## config.mk

```make
export PLATFORM = sky130hd
export DESIGN_NAME = pc_fetch_unit
export DESIGN_NICKNAME = d
export VERILOG_FILES = /design/src/rtl/mips_fetch_pkg.sv /design/src/rtl/pc_next_sel.sv /design/src/rtl/pc_fetch_unit.sv
export SDC_FILE = /design/constraint.sdc
export NUM_CORES = 1
export LEC_CHECK = 0
export ABC_AREA = 1
export CAP_MARGIN = 15
export CORE_ASPECT_RATIO = 0.5
export CORE_UTILIZATION = 64
export CTS_CLUSTER_SIZE = 12
export DETAILED_ROUTE_END_ITERATION = 16
export DONT_BUFFER_PORTS = 1
export PLACE_DENSITY = 0.8
export SYNTH_ARGS = -nofsm -noshare
export SYNTH_HDL_FRONTEND = slang
export SYNTH_SLANG_ARGS = --single-unit
export TNS_END_PERCENT = 20
```

## constraint.sdc

```tcl
create_clock -name clk -period 1.87 [get_ports clk]
set_input_delay 0.374 -clock clk [delete_from_list [all_inputs] [get_ports clk]]
set_output_delay 0.374 -clock clk [all_outputs]
set_load 0.01 [all_outputs]
```

## src/rtl/mips_fetch_pkg.sv

```systemverilog
// Shared types and constants for the instruction-fetch stage.
package mips_fetch_pkg;

   typedef enum logic [1:0] {
      S_BOOT,
      S_RUN,
      S_SQUASH
   } fetch_state_t;

   localparam logic [31:0] PC_STEP   = 32'd4;
   localparam logic [31:0] INSTR_NOP = 32'h0000_0000;

endpackage

```

## src/rtl/pc_next_sel.sv

```systemverilog
// Next-PC priority mux: jump > branch > stall (hold) > sequential, with word alignment.
module pc_next_sel
   import mips_fetch_pkg::*;
(
   input  logic [31:0] pc_i,
   input  logic        stall_i,
   input  logic        branch_taken_i,
   input  logic [31:0] branch_target_i,
   input  logic        jump_i,
   input  logic [31:0] jump_target_i,
   output logic [31:0] pc_next_o,
   output logic        redirect_o
);

   always_comb begin
      redirect_o = jump_i | branch_taken_i;
      pc_next_o  = pc_i + PC_STEP;
      if (jump_i) begin
         pc_next_o = jump_target_i & ~32'd3;
      end else if (branch_taken_i) begin
         pc_next_o = branch_target_i & ~32'd3;
      end else if (stall_i) begin
         pc_next_o = pc_i;
      end
   end

endmodule

```

## src/rtl/pc_fetch_unit.sv

```systemverilog
// Fetch stage: PC, 1-cycle memory tracking and IF/ID register.
// Define FETCH_PERF_CNT_EN to add the fetch_cnt / bubble_cnt performance counters.
module pc_fetch_unit
   import mips_fetch_pkg::*;
#(
   parameter int unsigned ADDR_W   = 10,
   parameter logic [31:0] RESET_PC = 32'h0000_0000
) (
   input  logic              clk,
   input  logic              rst,
   input  logic              stall,
   input  logic              flush,
   input  logic              branch_taken,
   input  logic [31:0]       branch_target,
   input  logic              jump,
   input  logic [31:0]       jump_target,
   input  logic [31:0]       instr_in,
   output logic [ADDR_W-1:0] addr_prog,
   output logic [31:0]       if_id_instr,
   output logic [31:0]       if_id_pc4,
`ifdef FETCH_PERF_CNT_EN
   output logic [31:0]       fetch_cnt,
   output logic [31:0]       bubble_cnt,
`endif
   output logic              if_id_valid
);

   logic [31:0]  pc_q, pc_d;
   logic [31:0]  fpc_q, fpc_d;
   fetch_state_t state_q, state_d;
   logic         held_q, held_d;
   logic [31:0]  held_instr_q, held_instr_d;
   logic [31:0]  instr_d, pc4_d;
   logic         valid_d;
   logic         redirect;
   logic         update;
   logic [31:0]  fetch_word;

   pc_next_sel u_pc_next_sel (
      .pc_i            (pc_q),
      .stall_i         (stall),
      .branch_taken_i  (branch_taken),
      .branch_target_i (branch_target),
      .jump_i          (jump),
      .jump_target_i   (jump_target),
      .pc_next_o       (pc_d),
      .redirect_o      (redirect)
   );

   assign addr_prog = pc_q[ADDR_W+1:2];
   assign update    = redirect | ~stall;

   // The memory keeps returning the word for the frozen pc during a stall, which overwrites
   // the word for fpc; the first stalled edge parks that word so it is not lost on release.
   assign fetch_word = held_q ? held_instr_q : instr_in;

   always_comb begin
      fpc_d        = fpc_q;
      state_d      = state_q;
      held_d       = held_q;
      held_instr_d = held_instr_q;
      instr_d      = if_id_instr;
      pc4_d        = if_id_pc4;
      valid_d      = if_id_valid;
      if (redirect) begin
         fpc_d   = pc_q;
         state_d = S_SQUASH;
         held_d  = 1'b0;
         instr_d = fetch_word;
         pc4_d   = fpc_q + PC_STEP;
         valid_d = 1'b0;
      end else if (stall) begin
         if (!held_q) begin
            held_d       = 1'b1;
            held_instr_d = instr_in;
         end
      end else begin
         fpc_d   = pc_q;
         state_d = S_RUN;
         held_d  = 1'b0;
         instr_d = fetch_word;
         pc4_d   = fpc_q + PC_STEP;
         valid_d = (state_q == S_RUN) & ~flush;
      end
   end

   always_ff @(posedge clk) begin
      if (rst) begin
         pc_q         <= RESET_PC;
         fpc_q        <= 32'd0;
         state_q      <= S_BOOT;
         held_q       <= 1'b0;
         held_instr_q <= INSTR_NOP;
         if_id_instr  <= INSTR_NOP;
         if_id_pc4    <= 32'd0;
         if_id_valid  <= 1'b0;
      end else begin
         pc_q         <= pc_d;
         fpc_q        <= fpc_d;
         state_q      <= state_d;
         held_q       <= held_d;
         held_instr_q <= held_instr_d;
         if_id_instr  <= instr_d;
         if_id_pc4    <= pc4_d;
         if_id_valid  <= valid_d;
      end
   end

`ifdef FETCH_PERF_CNT_EN
   always_ff @(posedge clk) begin
      if (rst) begin
         fetch_cnt  <= 32'd0;
         bubble_cnt <= 32'd0;
      end else begin
         fetch_cnt  <= fetch_cnt + {31'd0, update & valid_d};
         bubble_cnt <= bubble_cnt + {31'd0, update & ~valid_d};
      end
   end
`endif

endmodule

```

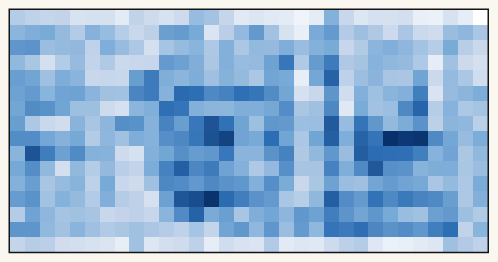
Figure 1: signal metal coverage by tile.
(3 px per um) The die is cut into 32 by 16 equal tiles; white is low, dark blue is high, scaled to the fullest tile. Values are wire area over tile area, all layers added.
fullest tile: 0.67
mean over tiles: 0.30
nearly empty tiles: 0.20%
tiles over half the peak: 34%

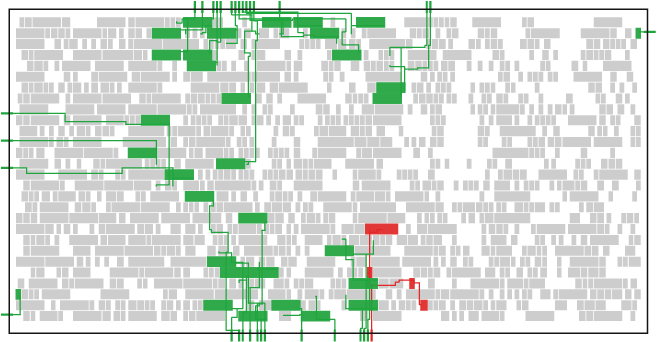
Figure 2: I/O nets highlighted.
(4 px per um)
legend:
  red:
    port: rst
    bits: 1
    direction: input
    end_cells: 5
    buffers: 0
    wire: 50.2 um
  green:
    port: if_id_pc4
    bits: 32
    direction: output
    end_cells: 32
    buffers: 0
    wire: 813 um

==> flow_summary.html <==
<h3>Run summary</h3>
<table>
<tr><th>Metric</th><th>Value</th></tr>
<tr><th colspan="2">Status</th></tr>
<tr><td>Outcome</td><td>finished clean</td></tr>
<tr><th colspan="2">Critical path</th></tr>
<tr><td>Type of the worst setup path</td><td>flip-flop to flip-flop</td></tr>
<tr><td>Worst path top cell family by delay</td><td>simple AND/OR/NAND/NOR gates</td></tr>
<tr><td>Required time at the endpoint of the critical path</td><td>2.17 ns</td></tr>
<tr><td>CP endpoint kind</td><td>flip-flop</td></tr>
<tr><td>Reg2reg end</td><td>pc_q[20]</td></tr>
<tr><td>CP cell instances</td><td>ha_1 -&gt; nand2_1 -&gt; nor2_4 -&gt; nand3_1 -&gt; nor2_1 -&gt; nand2_1 -&gt; nand2_1 -&gt; nand2_1 -&gt; nand2_1 -&gt; a21oi_1</td></tr>
<tr><td>R2R setup slack</td><td>0.17 ns</td></tr>
<tr><td>Worst path depth</td><td>10</td></tr>
<tr><td>Worst path buffer plus inverter count</td><td>0</td></tr>
<tr><td>Dominant cell type by count on the critical path</td><td>sky130_fd_sc_hd__nand2_1</td></tr>
<tr><td>Reg-to-reg critical path startpoint</td><td>pc_q[3]</td></tr>
<tr><th colspan="2">Synth</th></tr>
<tr><td>Post-synth EDFFs</td><td>0</td></tr>
<tr><td>Number of standard cells reported by yosys</td><td>1163</td></tr>
<tr><td>Library cell with the highest instance count after synthesis</td><td>sky130_fd_sc_hd__nand2_1</td></tr>
<tr><td>Syn_area_per_cell</td><td>6.80 um^2</td></tr>
<tr><td>Area leader, netlist</td><td>sky130_fd_sc_hd__dfxtp_1</td></tr>
<tr><th colspan="2">GRT</th></tr>
<tr><td>Number of antenna violations at the first check in global routing</td><td>0</td></tr>
<tr><td>GRT Resource Usage Total</td><td>0.354</td></tr>
<tr><td>Number of global-route vias before repair</td><td>7046</td></tr>
<tr><td>Global-route wire length before repair</td><td>35400 um</td></tr>
<tr><th colspan="2">Flow run</th></tr>
<tr><td>Tool Warnings</td><td>30</td></tr>
<tr><td>Number of max-capacitance violations reported</td><td>0</td></tr>
<tr><th colspan="2">Pwr</th></tr>
<tr><td>Maximum vdd drop</td><td>0.577 mV</td></tr>
<tr><td>Leak pwr</td><td>0.00338 uW</td></tr>
<tr><th colspan="2">Layout</th></tr>
<tr><td>Diode insertion count for antenna repair</td><td>0</td></tr>
<tr><td>Logic area</td><td>3840 um^2</td></tr>
<tr><td>Final design utilization</td><td>0.725</td></tr>
<tr><td>Synth-to-layout area growth</td><td>9.22%</td></tr>
<tr><th colspan="2">Placed design</th></tr>
<tr><td>Dpl hpwl</td><td>16100 um</td></tr>
<tr><td>Placer congestion estimate</td><td>0.933</td></tr>
<tr><td>Area of placed instances</td><td>8000 um^2</td></tr>
<tr><th colspan="2">STA</th></tr>
<tr><td>Maximum clock skew at final layout</td><td>0.00876 ns</td></tr>
<tr><td>Total Neg Setup Slack</td><td>0 ns</td></tr>
<tr><td>Final setup vio count</td><td>0</td></tr>
<tr><td>Time the final worst path needs with I/O delays and setup</td><td>1.70 ns</td></tr>
<tr><td>Setup repair after global routing missed its margin</td><td>no</td></tr>
<tr><td>Final period util</td><td>0.909</td></tr>
<tr><th colspan="2">Clocking</th></tr>
<tr><td>Latest clock arrival within the worst-skew pair</td><td>0.42 ns</td></tr>
<tr><td>Clock tree root driver cell</td><td>sky130_fd_sc_hd__clkbuf_16</td></tr>
<tr><td>Number of clock buffers inserted by TritonCTS</td><td>17</td></tr>
<tr><th colspan="2">Detailed routing</th></tr>
<tr><td>Sum of met2 wire segment lengths after detailed routing</td><td>9390 um</td></tr>
<tr><td>Highest Signal Layer</td><td>met4</td></tr>
<tr><td>Via count</td><td>7677</td></tr>
<tr><td>Met3 wire length</td><td>2450 um</td></tr>
<tr><td>1st-pass router iterations</td><td>5</td></tr>
<tr><td>Total routed wire length on the met1 layer</td><td>10200 um</td></tr>
<tr><th colspan="2">Die</th></tr>
<tr><td>Total number of placement rows</td><td>28</td></tr>
<tr><th colspan="2">Min path</th></tr>
<tr><td>Hold Path Depth</td><td>1</td></tr>
</table>
cell families (layout without fill, tap and decap cells):
group           Yosys count  after routing  share of synthesized area
xor+xnor                  7              7                    0.00775
buf+inv                 200            198                      0.116
flops                   158            158                      0.400
simple gates            547            547                      0.284
other cells               1              2                   0.000474
compound gates          248            248                      0.189
fa+ha+maj                 2              2                    0.00316
registers in the layout, indices dropped and copies added, names as in the netlist:
register and count:
if_id_instr 32, if_id_valid 1, pc_q 30, held_q 1, state_q 2, if_id_pc4 30
held_instr_q 32, fpc_q 30
cells in the final DEF (no fill, tap or decap), types with 16 or more instances in the layout:
cell type                     n
sky130_fd_sc_hd__o21ai_0    106
sky130_fd_sc_hd__o21ai_1     16
sky130_fd_sc_hd__inv_1      128
sky130_fd_sc_hd__o22ai_1     39
sky130_fd_sc_hd__nand2_1    325
sky130_fd_sc_hd__o22ai_2     20
sky130_fd_sc_hd__dfxtp_1    157
sky130_fd_sc_hd__a21oi_1     49
sky130_fd_sc_hd__nand3_1     67
sky130_fd_sc_hd__nor2_1     122
sky130_fd_sc_hd__buf_4       28
sky130_fd_sc_hd__clkbuf_16   17
repair_timing:
action	in CTS	in global routing
gates resized	0	2
setup buffers	0	0
setup endpoints to repair	0	2
worst max-delay path by stage:
stage	end	slack, ns
5_1_grt	if_id_pc4[18]	0.005
2_1_floorplan	pc_q[30]	0.39
4_1_cts	pc_q[11]	0.17
6_report	pc_q[20]	0.17
3_3_place_gp	if_id_pc4[13]	0.23
3_5_place_dp	pc_q[13]	0.20
layer usage:
layer  vias to the layer above  GRT usage
li1                       3734          -
met1                      3525      0.472
met2                       375      0.554
met3                        43     0.0992
met4                         0      0.119
met5                         -          0
cell type report:
class / count / share of cell area
Multi-Input combinational cell: 806 / 0.444
Sequential cell: 158 / 0.366
Inverter: 135 / 0.0591
Clock buffer: 17 / 0.0493
Timing Repair Buffer: 32 / 0.0336
Tap cell: 165 / 0.0239
Clock inverter: 14 / 0.0235
worst register-to-register path, stage by stage (launching register included):
cell and delay, ns:
sky130_fd_sc_hd__dfxtp_1 0.34, sky130_fd_sc_hd__ha_1 0.21, sky130_fd_sc_hd__nand2_1 0.13, sky130_fd_sc_hd__nor2_4 0.22, sky130_fd_sc_hd__nand3_1 0.20, sky130_fd_sc_hd__nor2_1 0.14, sky130_fd_sc_hd__nand2_1 0.07, sky130_fd_sc_hd__nand2_1 0.09
sky130_fd_sc_hd__nand2_1 0.07, sky130_fd_sc_hd__nand2_1 0.06, sky130_fd_sc_hd__a21oi_1 0.06
per-stage QoR:
step	hold WS (ns)	total power, uW	setup WS (ns)
finish	0.0165	8300	0.170
global route	0.00993	8570	0.00545
CTS	0.00338	8310	0.171
detailed placement	0.443	4630	0.196
global placement	0.436	4600	0.233
floorplan	0.428	4420	0.392
where the power goes:
part           switching [uW]  leakage (uW)  internal, uW
sequential                236       0.00130          3570
clock                    1560      0.000305          2160
combinational             492       0.00177           280
Power and IR drop assume default switching activity.
